==> config.mk <==
export PLATFORM = sky130hd
export DESIGN_NAME = interface_arbiter
export DESIGN_NICKNAME = d
export VERILOG_FILES = /design/src/rtl/interface_arb_pkg.sv /design/src/rtl/interface_cmd_slot.sv /design/src/rtl/interface_arbiter.sv
export SDC_FILE = /design/constraint.sdc
export NUM_CORES = 1
export LEC_CHECK = 0
export CAP_MARGIN = 20
export CORE_MARGIN = 8
export CORE_UTILIZATION = 45
export DETAILED_ROUTE_END_ITERATION = 7
export PLACE_DENSITY = 0.75
export SYNTH_ARGS = -nofsm -noshare
export SYNTH_HDL_FRONTEND = slang
export SYNTH_SLANG_ARGS = --single-unit
export TNS_END_PERCENT = 1
==> constraint.sdc <==
create_clock -name clk -period 2.6 [get_ports clk]
set_input_delay 0.26 -clock clk [delete_from_list [all_inputs] [get_ports clk]]
set_output_delay 0.26 -clock clk [all_outputs]
set_load 0.005 [all_outputs]
run_1/metal_stack.png
Two of the layers only.
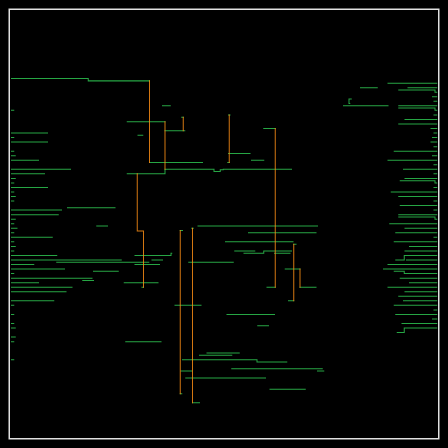
layer	color	wire length
met3	green	1280 um
met4	orange	264 um
Routed WL per cell: 15.2 um
overall routed net length: 15800 um

run_1/met4.png
Bar = 50 um.
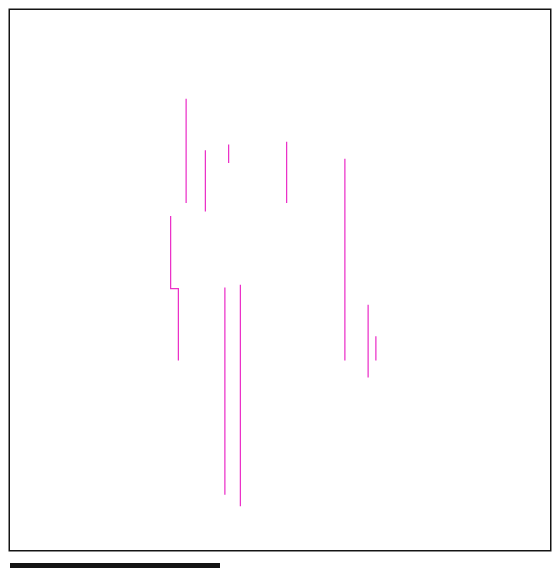
nets with wire on the layer	7
share of all routed wire	1.7%
wire length on this layer	264 um
main direction	vertical
longest straight run	52.4 um
routed vias: 5454

run_1/registers.png
Bar = 50 um. Other sequential cells in the stronger gray, the rest of the logic in the fainter gray.
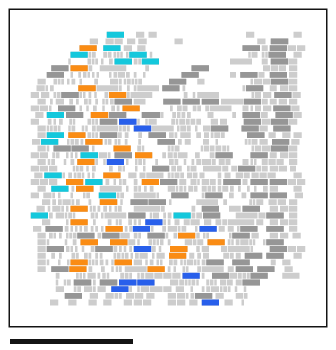
name in the netlist	color	flops
u_qspi_slot.cmd	orange	29
if_addr	blue	12
if_wdata	cyan	16
final core utilization: 0.639
register area: 0.00290 mm2
Seq. pwr: 0.00242 W

==> out/qor.log, run 1 <==
qor: outcome.run_status completed
qor: floorplanning.nWellTaps 172
qor: floorplanning.num_io_pins 147
qor: final_layout.final.fill_count 1090
qor: place.place_inst 1009
qor: global_routing.first_global_vias 5403
qor: final_layout.bufAreaShareNonClock 0.204
qor: logic_synthesis.synthArstFlopShare 0
qor: clocking.cts.reportedPaths.clkPinSlew 60 ps
qor: timing.timing.max_slew.rel_slack 0.479
qor: run.max_cap_viol_count 0
qor: logic_synthesis.synth.cells.most_frequent dfxtp_1, nand2_1, nor2_1
qor: timing.timing_hold_violations_final 0
qor: global_routing.maximum_number_of_pins_on_one_net_before_global_route_repair 106
qor: worst_setup_path.critical_path_peak_fanout 12
qor: worst_setup_path.cp_num_buf_inv 1
qor: place.placement.setup.worst_slack 486 ps
qor: pwr.comb-power 0.000651 W
qor: timing.ratio_of_final_minimum_period_to_clock_period 0.821
qor: worst_setup_path.crit_path_start_kind register
qor: place.gpl.final_weighted_congestion 0.846
qor: place.placement.cell_area 0.00733 mm2
qor: detailed_routing.dr.max_layer_used met4
qor: worst_setup_path.critical_path_depth 7
qor: worst_setup_path.crit_end_category register
qor: pwr.pwr.group.clock 0.00249 W
qor: logic_synthesis.synth.distinct_cells 43
qor: detailed_routing.route.detailed.drc 0
qor: timing.timing_worst_slew_pin_value 782 ps
qor: logic_synthesis.post_synth_instance_area 0.00568 mm2
qor: pwr.switching_power 0.00132 W
qor: global_routing.gr-usage-all-layers 0.190
qor: timing.setup-tns-final 0 ps
qor: logic_synthesis.part_of_the_yosys_area_used_for_sequential_elements 0.511
qor: clocking.worstSkewPairLatency 420 ps
qor: pwr.clock_share_of_power 0.448
qor: clocking.cts_buffer_depth 2
qor: clocking.tritoncts done
qor: worst_setup_path.rr_worst_depth 7
qor: worst_setup_path.cp_data_arrival_time 2460 ps
==> run 1 -> run 2 <==
--- a/config.mk
+++ b/config.mk
@@ -7,9 +7,9 @@
 export LEC_CHECK = 0
 export CAP_MARGIN = 20
 export CORE_MARGIN = 8
-export CORE_UTILIZATION = 45
+export CORE_UTILIZATION = 44
 export DETAILED_ROUTE_END_ITERATION = 7
-export PLACE_DENSITY = 0.75
+export PLACE_DENSITY = 0.76
 export SYNTH_ARGS = -nofsm -noshare
 export SYNTH_HDL_FRONTEND = slang
 export SYNTH_SLANG_ARGS = --single-unit
==> constraint.sdc (replaced) <==
create_clock -name clk -period 1.94 [get_ports clk]
set_input_delay 0.194 -clock clk [delete_from_list [all_inputs] [get_ports clk]]
set_output_delay 0.194 -clock clk [all_outputs]
set_load 0.005 [all_outputs]
==> run 2 against run 1 <==
Against the previous run:
- the flow now finishes with violations (setup timing)
- synthesized area is the same
- synthesized cell count is the same
- sequential power grew 33%
- routed wire length rose by 6.1%
- flip-flop count unchanged
- sequential share of layout area decreased by 0.89 points
- highest routed layer unchanged
==> out/qor.log, run 2 <==
qor: outcome.run_status complete, but fails checks
qor: outcome.violated_checks setup timing
qor: worst_setup_path.rr_worst_depth 6 [-1]
qor: place.place_inst 1034 [+2.5%]
qor: timing.number_of_max_slew_violations_in_the_final_report 0
qor: worst_setup_path.critical_path_depth 6 [-1]
qor: timing.layout_setup_ws -7.05 ps
qor: logic_synthesis.post_synth_instance_area 0.00568 mm2 [unchanged]
qor: logic_synthesis.ys_cells 723
qor: logic_synthesis.synth.distinct_cells 43 [unchanged]
qor: clocking.worstSkewPairLatency 420 ps [about the same]
qor: pwr.switching_power 0.00175 W [+33%]
qor: place.gpl.final_weighted_congestion 0.876 [+3.5%]
qor: logic_synthesis.part_of_the_yosys_area_used_for_sequential_elements 0.511 [unchanged]
qor: timing.rsz_0062_raised_after_global_routing true
qor: pwr.clock_share_of_power 0.433 [-0.015]
qor: run.max_cap_viol_count 0 [unchanged]
qor: clocking.cts_buffer_depth 2 [unchanged]
qor: final_layout.bufAreaShareNonClock 0.224 [+0.0202]
qor: worst_setup_path.crit_end_category register
qor: global_routing.maximum_number_of_pins_on_one_net_before_global_route_repair 84 [-21%]
qor: logic_synthesis.synthArstFlopShare 0 [unchanged]
qor: clocking.cts.reportedPaths.clkPinSlew 60 ps [about the same]
qor: pwr.pwr.group.clock 0.00316 W [+27%]
qor: final_layout.sequential_cell_area 0.00291 mm2 [about the same]
qor: timing.ratio_of_final_minimum_period_to_clock_period 1.00 [+0.183]
qor: final_layout.final.fill_count 1114 [+2.2%]
qor: timing.timing_worst_slew_pin_value 478 ps [-304 ps]
qor: global_routing.first_global_vias 5687 [+5.3%]
qor: timing.finalSetupViolCount 7
qor: floorplanning.nWellTaps 172 [unchanged]
qor: logic_synthesis.synth.cells.most_frequent dfxtp_1, nand2_1, nor2_1
qor: timing.timing_hold_violations_final 0 [unchanged]
qor: worst_setup_path.cp_num_buf_inv 0 [-1]
qor: clocking.tritoncts done
qor: place.placement.cell_area 0.00752 mm2 [+2.6%]
qor: pwr.comb-power 0.000906 W [+39%]
qor: detailed_routing.route.detailed.drc 0 [unchanged]
qor: detailed_routing.dr.max_layer_used met4
qor: worst_setup_path.critical_path_peak_fanout 5 [-7]
run_2/final_congestion.png
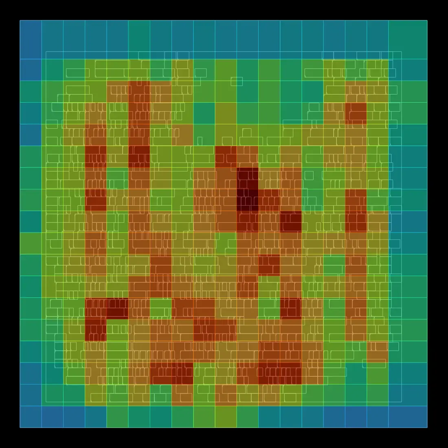
global routing met2 resource utilization: 0.341
Routed WL per cell: 15.7 um
GR peak layer: met2
final core utilization: 0.647

run_2/metal_stack.png
Two of the layers only.
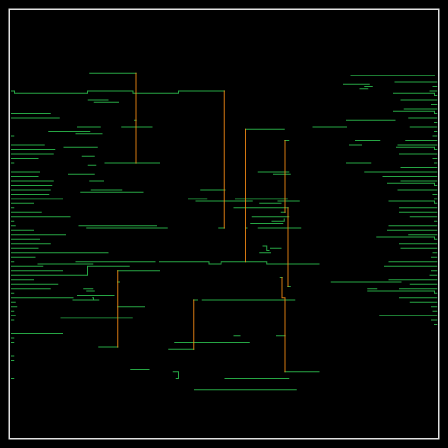
layer	color	wire length
met3	green	1700 um
met4	orange	222 um
routed vias: 5673
overall routed net length: 16800 um
Total Routing Usage GR: 0.201

run_2/met4.png
Bar = 50 um.
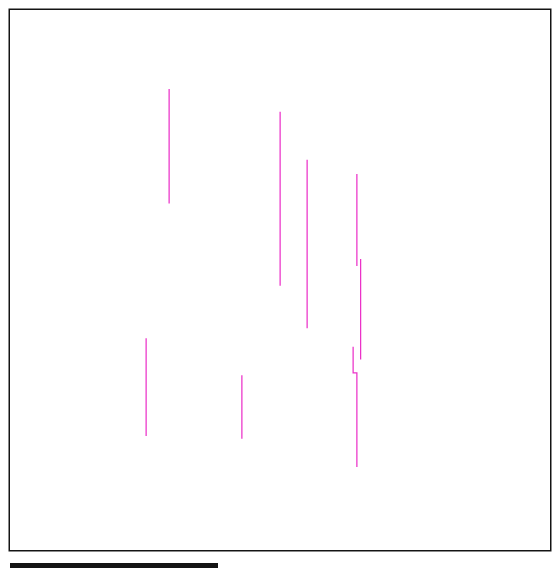
main direction	vertical
wire length on this layer	222 um
share of all routed wire	1.3%
nets with wire on the layer	5
longest straight run	41.5 um

No activity file was given, so power comes from the tool's default toggle rates.
